**config.mk**
```make
export PLATFORM = sky130hd
export DESIGN_NAME = multicycle_control_flat
export DESIGN_NICKNAME = d
export VERILOG_FILES = /design/src/rtl/multicycle_control_if.sv /design/src/rtl/multicycle_control.sv /design/src/flat_wrapper.sv
export SDC_FILE = /design/constraint.sdc
export NUM_CORES = 1
export LEC_CHECK = 0
export ABC_AREA = 0
export CAP_MARGIN = 40
export CORE_MARGIN = 2
export CORE_UTILIZATION = 40
export DETAILED_ROUTE_END_ITERATION = 8
export GPL_TIMING_DRIVEN = 0
export PLACE_DENSITY = 0.8
export SLEW_MARGIN = 25
export SYNTH_ARGS = -nofsm -noshare
export SYNTH_HDL_FRONTEND = slang
export SYNTH_SLANG_ARGS = --single-unit
```
**constraint.sdc**
```tcl
create_clock -name clk -period 3.6 [get_ports clk]
set_input_delay 0.36 -clock clk [delete_from_list [all_inputs] [get_ports clk]]
set_output_delay 0.36 -clock clk [all_outputs]
set_load 0.005 [all_outputs]
```
**src/rtl/multicycle_control_if.sv**
```systemverilog
// Control bus between the multicycle MIPS main FSM and its datapath.
// The controller drives every enable/select. The datapath supplies the
// IR opcode and the memory ready handshake.
interface multicycle_control_if #(
  parameter int COUNT_W = 32
);
  logic [5:0]         opcode;
  logic               mem_ready;
  logic               PCWrite;
  logic               Branch;
  logic               BranchNe;
  logic               IorD;
  logic               MemRead;
  logic               MemWrite;
  logic               IRWrite;
  logic               RegDst;
  logic               MemtoReg;
  logic               RegWrite;
  logic               ALUSrcA;
  logic [1:0]         ALUSrcB;
  logic [1:0]         PCSource;
  logic [1:0]         ALUop;
  logic [3:0]         state;
  logic               illegal;
  logic [COUNT_W-1:0] fetch_count;

  modport master (
    input  opcode, mem_ready,
    output PCWrite, Branch, BranchNe, IorD, MemRead, MemWrite, IRWrite,
           RegDst, MemtoReg, RegWrite, ALUSrcA, ALUSrcB, PCSource, ALUop,
           state, illegal, fetch_count
  );

  modport slave (
    output opcode, mem_ready,
    input  PCWrite, Branch, BranchNe, IorD, MemRead, MemWrite, IRWrite,
           RegDst, MemtoReg, RegWrite, ALUSrcA, ALUSrcB, PCSource, ALUop,
           state, illegal, fetch_count
  );
endinterface

```
**src/rtl/multicycle_control.sv**
```systemverilog
// Main control FSM for the multicycle MIPS datapath.
// Sequences one instruction over 3-5 states. Fetch and load/store stall on
// mem_ready because the instruction/data memory is shared. All outputs are
// Moore-decoded from the state, except IRWrite/PCWrite in FETCH, which follow
// mem_ready so the IR and PC load only on the cycle the memory delivers.
module multicycle_control #(
  parameter int COUNT_W = 32
) (
  input logic                 clk,
  input logic                 reset,
  multicycle_control_if.master bus
);

  typedef enum logic [3:0] {
    S_FETCH    = 4'd0,
    S_DECODE   = 4'd1,
    S_MEMADR   = 4'd2,
    S_MEMRD    = 4'd3,
    S_MEMWB    = 4'd4,
    S_MEMWR    = 4'd5,
    S_RTYPE_EX = 4'd6,
    S_RTYPE_WB = 4'd7,
    S_BRANCH   = 4'd8,
    S_JUMP     = 4'd9,
    S_IMM_EX   = 4'd10,
    S_IMM_WB   = 4'd11,
    S_ILLEGAL  = 4'd12
  } state_t;

  localparam logic [5:0] OP_R    = 6'b000000;
  localparam logic [5:0] OP_LW   = 6'b100011;
  localparam logic [5:0] OP_SW   = 6'b101011;
  localparam logic [5:0] OP_BEQ  = 6'b000100;
  localparam logic [5:0] OP_BNE  = 6'b000101;
  localparam logic [5:0] OP_J    = 6'b000010;
  localparam logic [5:0] OP_ADDI = 6'b001000;
  localparam logic [5:0] OP_ANDI = 6'b001100;

  state_t             state_q, state_d;
  logic               illegal_q;
  logic [COUNT_W-1:0] fetch_cnt_q;

  // Raw decoded controls, before the reset mask on the write enables.
  logic       pc_write, branch, branch_ne, iord, mem_read, mem_write, ir_write;
  logic       reg_dst, mem_to_reg, reg_write, alu_src_a;
  logic [1:0] alu_src_b, pc_source, alu_op;

  // State register: async reset returns to FETCH immediately, even mid-instruction.
  // NOTE: sequential state uses non-blocking (<=) so every register samples pre-edge values.
  always_ff @(posedge clk or posedge reset) begin
    if (reset) state_q <= S_FETCH;
    else       state_q <= state_d;
  end

  // Sticky illegal flag: set on entry to ILLEGAL, cleared only by reset.
  always_ff @(posedge clk or posedge reset) begin
    if (reset)                        illegal_q <= 1'b0;
    else if (state_d == S_ILLEGAL)    illegal_q <= 1'b1;
  end

  // Completed-fetch counter, wraps naturally at 2^COUNT_W.
  always_ff @(posedge clk or posedge reset) begin
    if (reset)                                   fetch_cnt_q <= '0;
    else if (state_q == S_FETCH && bus.mem_ready) fetch_cnt_q <= fetch_cnt_q + COUNT_W'(1);
  end

  // Next-state and output decode.
  // NOTE: every output gets a default first so no path leaves one unassigned (no latches).
  always_comb begin
    state_d    = state_q;
    pc_write   = 1'b0;
    branch     = 1'b0;
    branch_ne  = 1'b0;
    iord       = 1'b0;
    mem_read   = 1'b0;
    mem_write  = 1'b0;
    ir_write   = 1'b0;
    reg_dst    = 1'b0;
    mem_to_reg = 1'b0;
    reg_write  = 1'b0;
    alu_src_a  = 1'b0;
    alu_src_b  = 2'b00;
    pc_source  = 2'b00;
    alu_op     = 2'b00;

    case (state_q)
      S_FETCH: begin
        // PC + 4 is computed on the ALU while the memory delivers the word.
        mem_read  = 1'b1;
        alu_src_b = 2'b01;
        ir_write  = bus.mem_ready;
        pc_write  = bus.mem_ready;
        if (bus.mem_ready) state_d = S_DECODE;
      end
      S_DECODE: begin
        // Speculative branch target PC + (imm << 2) into ALUOut.
        alu_src_b = 2'b11;
        case (bus.opcode)
          OP_LW, OP_SW:     state_d = S_MEMADR;
          OP_R:             state_d = S_RTYPE_EX;
          OP_BEQ, OP_BNE:   state_d = S_BRANCH;
          OP_J:             state_d = S_JUMP;
          OP_ADDI, OP_ANDI: state_d = S_IMM_EX;
          default:          state_d = S_ILLEGAL;
        endcase
      end
      S_MEMADR: begin
        alu_src_a = 1'b1;
        alu_src_b = 2'b10;
        if (bus.opcode == OP_LW)      state_d = S_MEMRD;
        else if (bus.opcode == OP_SW) state_d = S_MEMWR;
        else                          state_d = S_ILLEGAL;
      end
      S_MEMRD: begin
        mem_read = 1'b1;
        iord     = 1'b1;
        if (bus.mem_ready) state_d = S_MEMWB;
      end
      S_MEMWB: begin
        mem_to_reg = 1'b1;
        reg_write  = 1'b1;
        state_d    = S_FETCH;
      end
      S_MEMWR: begin
        // Write strobe held for the whole wait until memory accepts it.
        mem_write = 1'b1;
        iord      = 1'b1;
        if (bus.mem_ready) state_d = S_FETCH;
      end
      S_RTYPE_EX: begin
        alu_src_a = 1'b1;
        alu_op    = 2'b10;
        state_d   = S_RTYPE_WB;
      end
      S_RTYPE_WB: begin
        reg_dst   = 1'b1;
        reg_write = 1'b1;
        state_d   = S_FETCH;
      end
      S_BRANCH: begin
        alu_src_a = 1'b1;
        alu_op    = 2'b01;
        pc_source = 2'b01;
        branch    = (bus.opcode == OP_BEQ);
        branch_ne = (bus.opcode == OP_BNE);
        state_d   = S_FETCH;
      end
      S_JUMP: begin
        pc_source = 2'b10;
        pc_write  = 1'b1;
        state_d   = S_FETCH;
      end
      S_IMM_EX: begin
        alu_src_a = 1'b1;
        alu_src_b = 2'b10;
        alu_op    = (bus.opcode == OP_ANDI) ? 2'b11 : 2'b00;
        state_d   = S_IMM_WB;
      end
      S_IMM_WB: begin
        reg_write = 1'b1;
        state_d   = S_FETCH;
      end
      S_ILLEGAL: begin
        state_d = S_ILLEGAL;
      end
      default: begin
        // Unused encodings 13-15 are only reachable by upset; park in ILLEGAL.
        state_d = S_ILLEGAL;
      end
    endcase
  end

  // Write enables are masked while reset is high so nothing is committed.
  assign bus.PCWrite     = pc_write  & ~reset;
  assign bus.IRWrite     = ir_write  & ~reset;
  assign bus.RegWrite    = reg_write & ~reset;
  assign bus.MemWrite    = mem_write & ~reset;
  assign bus.Branch      = branch    & ~reset;
  assign bus.BranchNe    = branch_ne & ~reset;
  assign bus.IorD        = iord;
  assign bus.MemRead     = mem_read;
  assign bus.RegDst      = reg_dst;
  assign bus.MemtoReg    = mem_to_reg;
  assign bus.ALUSrcA     = alu_src_a;
  assign bus.ALUSrcB     = alu_src_b;
  assign bus.PCSource    = pc_source;
  assign bus.ALUop       = alu_op;
  assign bus.state       = state_q;
  assign bus.illegal     = illegal_q;
  assign bus.fetch_count = fetch_cnt_q;

endmodule
```
**src/flat_wrapper.sv**
```systemverilog
// flat-port wrapper written by rule: the top's interface ports become plain ports
module multicycle_control_flat 
#(
  parameter int COUNT_W = 32
)
  (clk, reset, bus_opcode, bus_mem_ready, bus_PCWrite, bus_Branch, bus_BranchNe, bus_IorD, bus_MemRead, bus_MemWrite, bus_IRWrite, bus_RegDst, bus_MemtoReg, bus_RegWrite, bus_ALUSrcA, bus_ALUSrcB, bus_PCSource, bus_ALUop, bus_state, bus_illegal, bus_fetch_count);
  multicycle_control_if #(.COUNT_W(COUNT_W)) bus_i ();
  input logic clk;
  input logic reset;
  input wire logic [$bits(bus_i.opcode)-1:0] bus_opcode;
  input wire logic [$bits(bus_i.mem_ready)-1:0] bus_mem_ready;
  output wire logic [$bits(bus_i.PCWrite)-1:0] bus_PCWrite;
  output wire logic [$bits(bus_i.Branch)-1:0] bus_Branch;
  output wire logic [$bits(bus_i.BranchNe)-1:0] bus_BranchNe;
  output wire logic [$bits(bus_i.IorD)-1:0] bus_IorD;
  output wire logic [$bits(bus_i.MemRead)-1:0] bus_MemRead;
  output wire logic [$bits(bus_i.MemWrite)-1:0] bus_MemWrite;
  output wire logic [$bits(bus_i.IRWrite)-1:0] bus_IRWrite;
  output wire logic [$bits(bus_i.RegDst)-1:0] bus_RegDst;
  output wire logic [$bits(bus_i.MemtoReg)-1:0] bus_MemtoReg;
  output wire logic [$bits(bus_i.RegWrite)-1:0] bus_RegWrite;
  output wire logic [$bits(bus_i.ALUSrcA)-1:0] bus_ALUSrcA;
  output wire logic [$bits(bus_i.ALUSrcB)-1:0] bus_ALUSrcB;
  output wire logic [$bits(bus_i.PCSource)-1:0] bus_PCSource;
  output wire logic [$bits(bus_i.ALUop)-1:0] bus_ALUop;
  output wire logic [$bits(bus_i.state)-1:0] bus_state;
  output wire logic [$bits(bus_i.illegal)-1:0] bus_illegal;
  output wire logic [$bits(bus_i.fetch_count)-1:0] bus_fetch_count;
  assign bus_i.opcode = bus_opcode;
  assign bus_i.mem_ready = bus_mem_ready;
  assign bus_PCWrite = bus_i.PCWrite;
  assign bus_Branch = bus_i.Branch;
  assign bus_BranchNe = bus_i.BranchNe;
  assign bus_IorD = bus_i.IorD;
  assign bus_MemRead = bus_i.MemRead;
  assign bus_MemWrite = bus_i.MemWrite;
  assign bus_IRWrite = bus_i.IRWrite;
  assign bus_RegDst = bus_i.RegDst;
  assign bus_MemtoReg = bus_i.MemtoReg;
  assign bus_RegWrite = bus_i.RegWrite;
  assign bus_ALUSrcA = bus_i.ALUSrcA;
  assign bus_ALUSrcB = bus_i.ALUSrcB;
  assign bus_PCSource = bus_i.PCSource;
  assign bus_ALUop = bus_i.ALUop;
  assign bus_state = bus_i.state;
  assign bus_illegal = bus_i.illegal;
  assign bus_fetch_count = bus_i.fetch_count;
  multicycle_control #(.COUNT_W(COUNT_W)) u_core (.clk(clk), .reset(reset), .bus(bus_i));
endmodule
```
### Supply network

The bar under the picture is 20 um long. Pins as bars on the die edge.
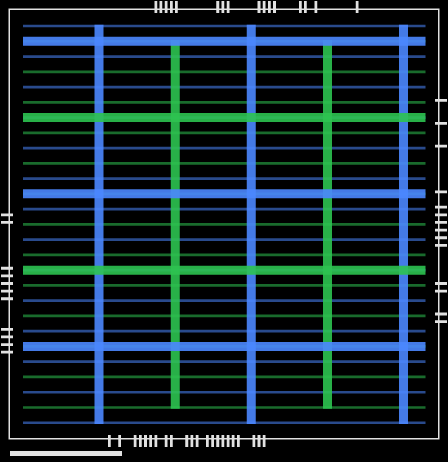
Green stands for VDD. Blue stands for VSS.
5 straps on met5. The core has 26 rows.

### Placement by cell class

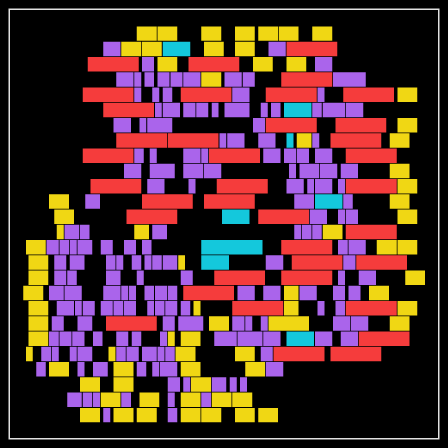
Red stands for flops, cells 37. Purple stands for combinational and other logic, cells 173. Yellow stands for other buffers and delay cells, cells 72. Cyan stands for clock drivers and dummy loads, cells 8.

==> GITHUB_STEP_SUMMARY <==
### Yosys + OpenROAD results

| Metric | Value |
|---|---|
| Wire length per cell | 13.1 um |
| Synth Area in Adders | 0.00598 |
| Placed inst area | 2810 um2 |
| Status | finished clean |
| Busiest layer in global routing | met2 |
| RR Startpoint | u_core.bus.state[1]$_DFF_PP0_ |
| Leak | roughly 1.2 nW |
| Wire length on met3 | about 170 um |
| Post-route cell area | roughly 2900 um2 |
| GR Util All Layers | 0.168 |
| Synth mux share | 0.00539 |
| Compound Share, Synth | 0.0832 |
| Gpl congestion | 0.790 |
| Logic share of the area | 0.371 |
| Comb. pwr | about 0.53 mW |
| Post-Place Cells | around 350 |
| Final Util | 0.576 |
| Tcrit/Tclk final | 0.776 |
| Hold Slack | 0.422 ns |
| Max reg flops | 32 |
| CP top delay family | buffers and inverters |
| Clock share of power | 0.265 |
| Final slew viol count | 0 |
| Synth Seq Share | 0.443 |
| Post_cts resized | 0 |
| Crit. path cell count | 7 |
| Flop count | 37 |
| CP startpoint | u_core.bus.state[2]$_DFF_PP0_ |
| Sw Pwr | between 0.4 and 0.5 mW |
| Final Total Pwr | 1.42 mW |
| Slew HR | 0.635 |
| Total internal power | approximately 0.98 mW |
| Initial antenna violation count | 0 |
| Primary FF master, synth | dfrtp_1 |
| Bufs and invs on worst path | 3 |
| Cell mode on critical path | nor3_1 |
| Htree depth | 2 |
| Routed metal-1 wire length | approximately 2.2 mm |
| Crit Path Class | reg2out |
| Seq/total area | 0.317 |
| Slowest-stage cell, CP | clkdlybuf4s50_1 |
| Clock Tree Buf Depth | 2 |
| Synth top area share | 0.443 |
| CP Cell Sequence | clkbuf_1 -> inv_1 -> nand2_1 -> nor3_1 -> nand4_1 -> nor3_1 -> clkdlybuf4s50_1 |
| Ant diodes | 0 |
| Met2 Use GR | 0.290 |
| YS chip area | about 2100 um2 |
| Top Layout Cells | clkdlybuf4s50_1, dfrtp_1, xnor2_1 |
| Pwr Density | 484 nW/um2 |
| Logic cell area | approximately 1100 um2 |
| Max Cap Viol | 0 |
| Residual DRC | 0 |
| Worst EP arrival | ~2.4 ns |
| CTS tree | built |
| Top-count cell post-synth | dfrtp_1 |
| Mean post-synth cell area | 9.50 um2 |
| Routed wl met2 | around 2.3 mm |
| Final tally of setup violations | 0 |
| Simple-gate share of the synthesized area | 0.287 |
| Fill cell count | around 470 |
| Flop area | a little over 900 um2 |
| Nets | approximately 300 |
| Unique masters post-synth | 41 |
| Die Y | 76.3 um |
| Met3 usage | 0.0367 |
| RSZ-0062 raised after global routing | false |
| WP data required | approximately 3.2 ns |
| Tap cells | 70 |
| Area leader, netlist | dfrtp_1 |
### Nets reached from selected ports

The bar under the picture is 20 um long.
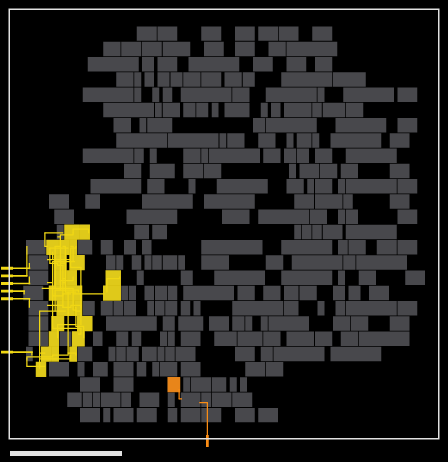
Yellow stands for bus_opcode, direction input, end cells 23, buffers 7, wire 239 um. Orange stands for bus_IorD, direction output, end cells 1, buffers 1, wire 9.50 um.
IO buf count: 61
I/O Pins: 63

Power and IR drop assume default switching activity.
